==> images/floorplan.png <==
Scale bar: 20 um. Pins as bars on the die edge.
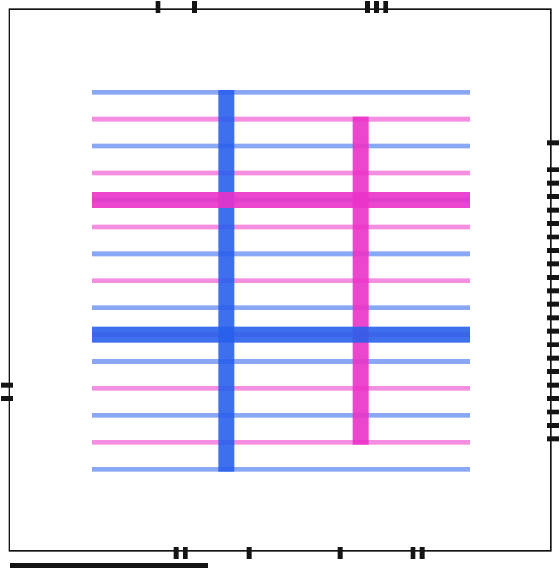
==> images/class_map.png <==
Scale bar: 20 um.
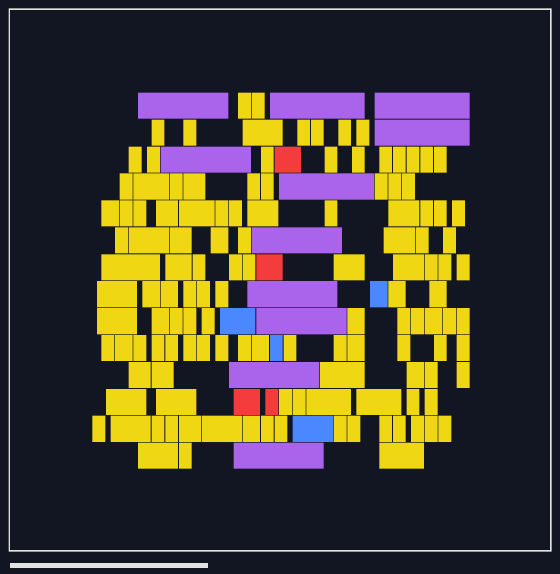
==> images/clock_wires.png <==
Scale bar: 20 um.
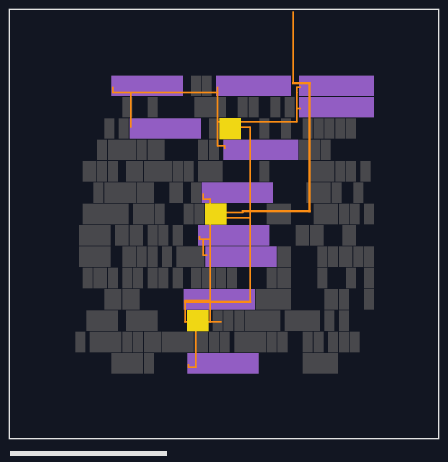
==> images/layers.png <==
Only two layers are drawn.
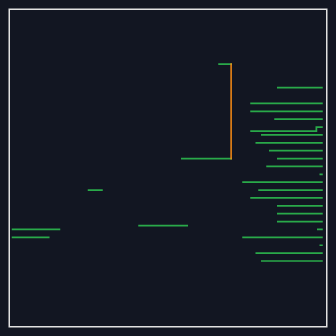
==> images/placed.png <==
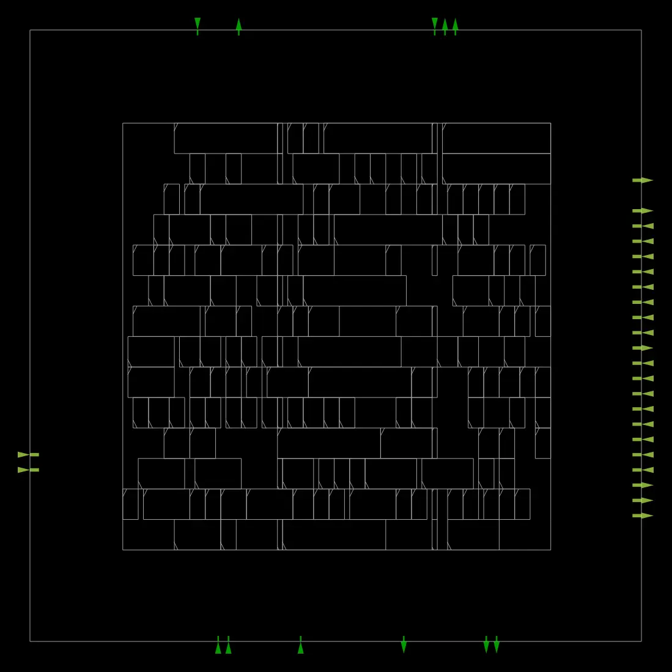
**config.mk**
```make
export PLATFORM = sky130hd
export DESIGN_NAME = reg4_rr_write_arbiter
export DESIGN_NICKNAME = d
export VERILOG_FILES = /design/src/rtl/reg_arb_pkg.sv /design/src/rtl/reg_ce_aset.sv /design/src/rtl/reg4_rr_write_arbiter.sv
export SDC_FILE = /design/constraint.sdc
export NUM_CORES = 1
export LEC_CHECK = 0
export ABC_AREA = 1
export CAP_MARGIN = 15
export CORE_MARGIN = 8
export CORE_UTILIZATION = 65
export CTS_CLUSTER_SIZE = 40
export DETAILED_ROUTE_END_ITERATION = 10
export DONT_BUFFER_PORTS = 1
export GPL_TIMING_DRIVEN = 0
export PLACE_DENSITY = 0.79
export SETUP_SLACK_MARGIN = 0.15
export SYNTH_ARGS = -nofsm -noshare
export SYNTH_HDL_FRONTEND = slang
export SYNTH_HIERARCHICAL = 1
export SYNTH_SLANG_ARGS = --single-unit
export TNS_END_PERCENT = 5
```
**constraint.sdc**
```tcl
create_clock -name clk -period 3.6 [get_ports clk]
set_clock_uncertainty 0.2 [all_clocks]
set_input_delay 0.54 -clock clk [delete_from_list [all_inputs] [get_ports clk]]
set_output_delay 0.54 -clock clk [all_outputs]
set_load 0.005 [all_outputs]
```
**src/rtl/reg_arb_pkg.sv**
```systemverilog
// Shared definitions for the 4-requester round-robin register-write arbiter:
// FSM state encoding, requester count and the round-robin pick helper.
package reg_arb_pkg;

  localparam int NUM_REQ = 4;
  localparam int IDX_W   = 2;

  typedef enum logic [1:0] {
    ST_IDLE  = 2'd0,
    ST_WRITE = 2'd1,
    ST_ACK   = 2'd2
  } state_t;

  // Returns {found, index} of the first asserted request at or above ptr, wrapping.
  // Scanning from the far end down lets the closest match win on the last assignment.
  function automatic logic [IDX_W:0] rr_pick(input logic [NUM_REQ-1:0] req,
                                             input logic [IDX_W-1:0]   ptr);
    logic [IDX_W-1:0] idx;
    rr_pick = '0;
    for (int k = NUM_REQ - 1; k >= 0; k--) begin
      idx = ptr + IDX_W'(k);
      if (req[idx]) begin
        rr_pick = {1'b1, idx};
      end
    end
  endfunction

endpackage

```
**src/rtl/reg_ce_aset.sv**
```systemverilog
// W-bit register with clock enable and asynchronous active-high set to all-ones.
module reg_ce_aset #(
  parameter int W = 4
) (
  input  logic         clk,
  input  logic         i_set,
  input  logic         i_ce,
  input  logic [W-1:0] i_d,
  output logic [W-1:0] o_q
);

  always_ff @(posedge clk or posedge i_set) begin
    if (i_set) begin
      o_q <= '1;
    end else if (i_ce) begin
      o_q <= i_d;
    end
  end

endmodule

```
**src/rtl/reg4_rr_write_arbiter.sv**
```systemverilog
// Round-robin arbiter granting four requesters (plus a priority preset) write
// access to one shared register: IDLE -> WRITE (one CE cycle) -> ACK (one pulse).
module reg4_rr_write_arbiter
  import reg_arb_pkg::*;
#(
  parameter int W = 4
) (
  input  logic                 clk,
  input  logic                 R_n,
  input  logic [NUM_REQ-1:0]   req,
  input  logic [NUM_REQ*W-1:0] wdata,
  input  logic                 preset_req,
  output logic [NUM_REQ-1:0]   ack,
  output logic                 preset_ack,
  output logic                 busy,
  output logic [IDX_W-1:0]     owner,
  output logic [W-1:0]         Q
);

  state_t           r_state, w_state_next;
  logic [IDX_W-1:0] r_ptr, w_ptr_next;
  logic [IDX_W-1:0] r_owner, w_owner_next;
  logic             r_preset, w_preset_next;
  logic             w_ce;
  logic             w_set;
  logic [W-1:0]     w_d;
  logic [IDX_W:0]   w_pick;
  logic [W-1:0]     w_wdata_arr [NUM_REQ];

  genvar gi;
  generate
    for (gi = 0; gi < NUM_REQ; gi++) begin : g_wdata
      assign w_wdata_arr[gi] = wdata[gi*W +: W];
    end
  endgenerate

  assign w_pick = rr_pick(req, r_ptr);
  assign w_set  = ~R_n;

  always_ff @(posedge clk or negedge R_n) begin
    if (!R_n) begin
      r_state  <= ST_IDLE;
      r_ptr    <= '0;
      r_owner  <= '0;
      r_preset <= 1'b0;
    end else begin
      r_state  <= w_state_next;
      r_ptr    <= w_ptr_next;
      r_owner  <= w_owner_next;
      r_preset <= w_preset_next;
    end
  end

  always_comb begin
    w_state_next  = r_state;
    w_ptr_next    = r_ptr;
    w_owner_next  = r_owner;
    w_preset_next = r_preset;
    w_ce          = 1'b0;
    w_d           = r_preset ? '1 : w_wdata_arr[r_owner];
    ack           = '0;
    preset_ack    = 1'b0;
    case (r_state)
      ST_IDLE: begin
        if (preset_req) begin
          w_state_next  = ST_WRITE;
          w_preset_next = 1'b1;
          w_owner_next  = '0;
        end else if (w_pick[IDX_W]) begin
          w_state_next  = ST_WRITE;
          w_preset_next = 1'b0;
          w_owner_next  = w_pick[IDX_W-1:0];
        end
      end
      ST_WRITE: begin
        w_ce         = 1'b1;
        w_state_next = ST_ACK;
      end
      ST_ACK: begin
        // A preset leaves the round-robin pointer where it was.
        if (r_preset) begin
          preset_ack = 1'b1;
        end else begin
          ack[r_owner] = 1'b1;
          w_ptr_next   = r_owner + 1'b1;
        end
        w_state_next = ST_IDLE;
      end
      default: begin
        w_state_next = ST_IDLE;
      end
    endcase
  end

  assign busy  = (r_state != ST_IDLE);
  assign owner = (busy && !r_preset) ? r_owner : '0;

  reg_ce_aset #(.W(W)) u_reg (
    .clk   (clk),
    .i_set (w_set),
    .i_ce  (w_ce),
    .i_d   (w_d),
    .o_q   (Q)
  );

endmodule

```
==> run_results.csv <==
group,metric,value,unit
status,status,"finished clean",
pwr,cellLeakagePower,0.534,nW
placement,place_ws,1790,ps
die,ios,35,
detailed_routing,drt-initial-drc-count,5,
die,core,0.00145,mm^2
synthesis,synth_warnings,6,
worst_setup_path,cp-start-kind,"flop",
cells_and_area,drive_gt1_share,21.2,%
placement,portBuffers,0,
global_route,grt_max_degree,12,
synthesis,yosys.area.top_type_share,18.1,%
die,die_y,54.6,um
cells_and_area,syn_to_final_growth,5.83,%
synthesis,numSynthFlops,11,
synthesis,area_leaders,"dfrtp_1 18%, nand2_1 15%, dfstp_2 11%, nor2_1 11%, nand2_4 7.0%",
clock_network,worstSkewPairLatency,270,ps
global_route,antenna_found_initial,0,
synthesis,ys_seq_share,29.0,%
clock_network,cts_made_buffers,3,
detailed_routing,num_vias,840,
detailed_routing,vias_per_cell,5.19,
placement,gp_congestion,0.808,
clock_network,h-tree-depth,1,
cells_and_area,layout_top_cell,"nand2_1",
sta,finalHoldViolations,0,
detailed_routing,drcViolationCount,0,
pwr,power_density,855,mW/mm^2
sta,slew_viol_final,0,
synthesis,largest_area_cell,"dfrtp_1",
clock_network,clockBufferDepth,2,
flow_run,warning_count,29,
global_route,grt_pass1_wl,3.19,mm
detailed_routing,wire_per_inst,12.7,um
sta,fin_setup_tns,0,ps
clock_network,cts_resized,0,
global_route,grt_usage,14.3,%
synthesis,synthesis.nets,168,
worst_setup_path,path_max_fanout,10,
synthesis,syn_avg_cell_area,6.85,um^2
cells_and_area,final_nets,174,
detailed_routing,drt_wl_total,2.06,mm
synthesis,synth_chip_area,966,um^2
clock_network,cts-root-buf,"clkbuf_4",
die,std_cell_rows,14,
synthesis,synth_area,966,um^2
die,die_area,0.00298,mm^2
cells_and_area,most-common-layout-cells,"39 x nand2_1, 28 x nor2_1, 15 x inv_1",
clock_network,cts_setup_buffers,0,
worst_setup_path,crit_required,2860,ps
global_route,grt_pass1_vias,823,
flow_run,maxCapViolations,0,
synthesis,ys_cells,141,
cells_and_area,n_antenna_cell,0,
global_route,globalRoute.totalOverflow,0,
worst_setup_path,crit_type,"flop to primary output",
synthesis,synthCells,141,
placement,dp_hpwl,1.73,mm
-- floorplan.png (at the start) --
color	net
magenta	VDD
blue	VSS
met5 straps	2
rows	14
met1 rails	15
met4 straps	2
signal pins	35

-- class_map.png (at the start) --
color	class	cells	share of their area
blue	remaining buffers and delay cells	4	3.0%
yellow	remaining logic cells	127	66%
purple	registers	11	28%
red	clock drivers and dummy loads	4	2.6%

-- clock_wires.png (at the start) --
[yellow] clock-net drivers | count: 3
[orange] clock wires | length: 157 um
[purple] flip-flops | count: 11
routed clock nets	4

-- layers.png (at the start) --
color	layer	wire length
green	M3	232 um
orange	M4	16.3 um

-- placed.png (at the start) --
flop share of the area: 27.4%
Non-Filler Instances: 162
Tapcells: 16

==> power breakdown <==
group          leakage [nW]  switching [mW]  internal [mW]
Combinational         0.391           0.338          0.189
Clock                0.0150          0.0402         0.0429
Sequential            0.128          0.0619          0.202
Total                 0.534           0.440          0.433
==> state kept, by name (all words and copies together), names as in the netlist <==
register / count
r_preset: 1
r_owner: 2
r_ptr: 2
u_reg/o_q: 4
r_state: 2
==> path summary, 6_finish.rpt <==
path / startpoint / endpoint / slack, ps / cells after the start
max: r_preset / ack[1] / 1520 / 4
min: R_n / u_reg/o_q[2] / 50 / 2
max reg2reg: r_ptr[0] / r_owner[0] / 2120 / 11
min reg2reg: u_reg/o_q[0] / u_reg/o_q[0] / 280 / 2
max in group asynchronous: R_n / r_ptr[0] / 2560 / 1
min in group clk: u_reg/o_q[0] / u_reg/o_q[0] / 280 / 2
==> cells by family (layout without fill, tap and decap cells) <==
| logic type | after synthesis | in the layout | share of synthesized area (%) |
|---|---|---|---|
| flip-flops | 11 | 11 | 29.0 |
| buffers and inverters | 22 | 27 | 10.2 |
| AND/OR/NAND/NOR | 90 | 90 | 45.2 |
| AND-OR/OR-AND | 14 | 14 | 10.4 |
| adder cells (fa/ha/maj) | 4 | 4 | 5.18 |
==> critical path, cell delays in order (launching register included) <==
cell and delay, ps:
dfrtp_1 390, inv_1 80, clkbuf_1 360, nand2_1 90
nor2_1 160
==> area by class of cell <==
type / count / area, um^2
buffer: 3 / 20.0
clock buffer: 4 / 26.3
fill: 132 / 432
inverter: 19 / 78.8
multi-input combinational: 108 / 587
sequential: 11 / 280
tap: 16 / 20.0
timing repair buffer: 1 / 10.0
==> stage by stage <==
step                      instances  cell area [um^2]  utilization [%]  total power, mW
after global placement          157               986             67.8            0.781
after floorplan                 141               966                -            0.702
after CTS                       162              1020             70.3            0.884
after global routing            162              1020             70.3            0.969
after detailed placement        157               986             67.8            0.797
final                           162              1020             70.3            0.874
==> cell usage after synthesis, drive strengths merged <==
cell type  count
a21oi          4
buf            2
clkbuf         1
dfrtp          7
dfstp          4
ha             4
inv           19
nand2         51
nand3          6
nand3b         1
nor2          30
nor3           2
o21ai          6
o311ai         4
==> per-layer routing <==
layer | track usage [%] | part of all wire [%]
met5 | 0 | 0
met4 | 6.15 | 0.78
met3 | 2.72 | 11
met2 | 27.1 | 51
met1 | 14.9 | 37
==> what timing repair did <==
item | in CTS | in global routing
setup endpoints to repair | 0 | 0
hold endpoints to repair | 7 | 0
hold buffers | 1 | 0
Power is estimated from default activity; no workload was simulated.
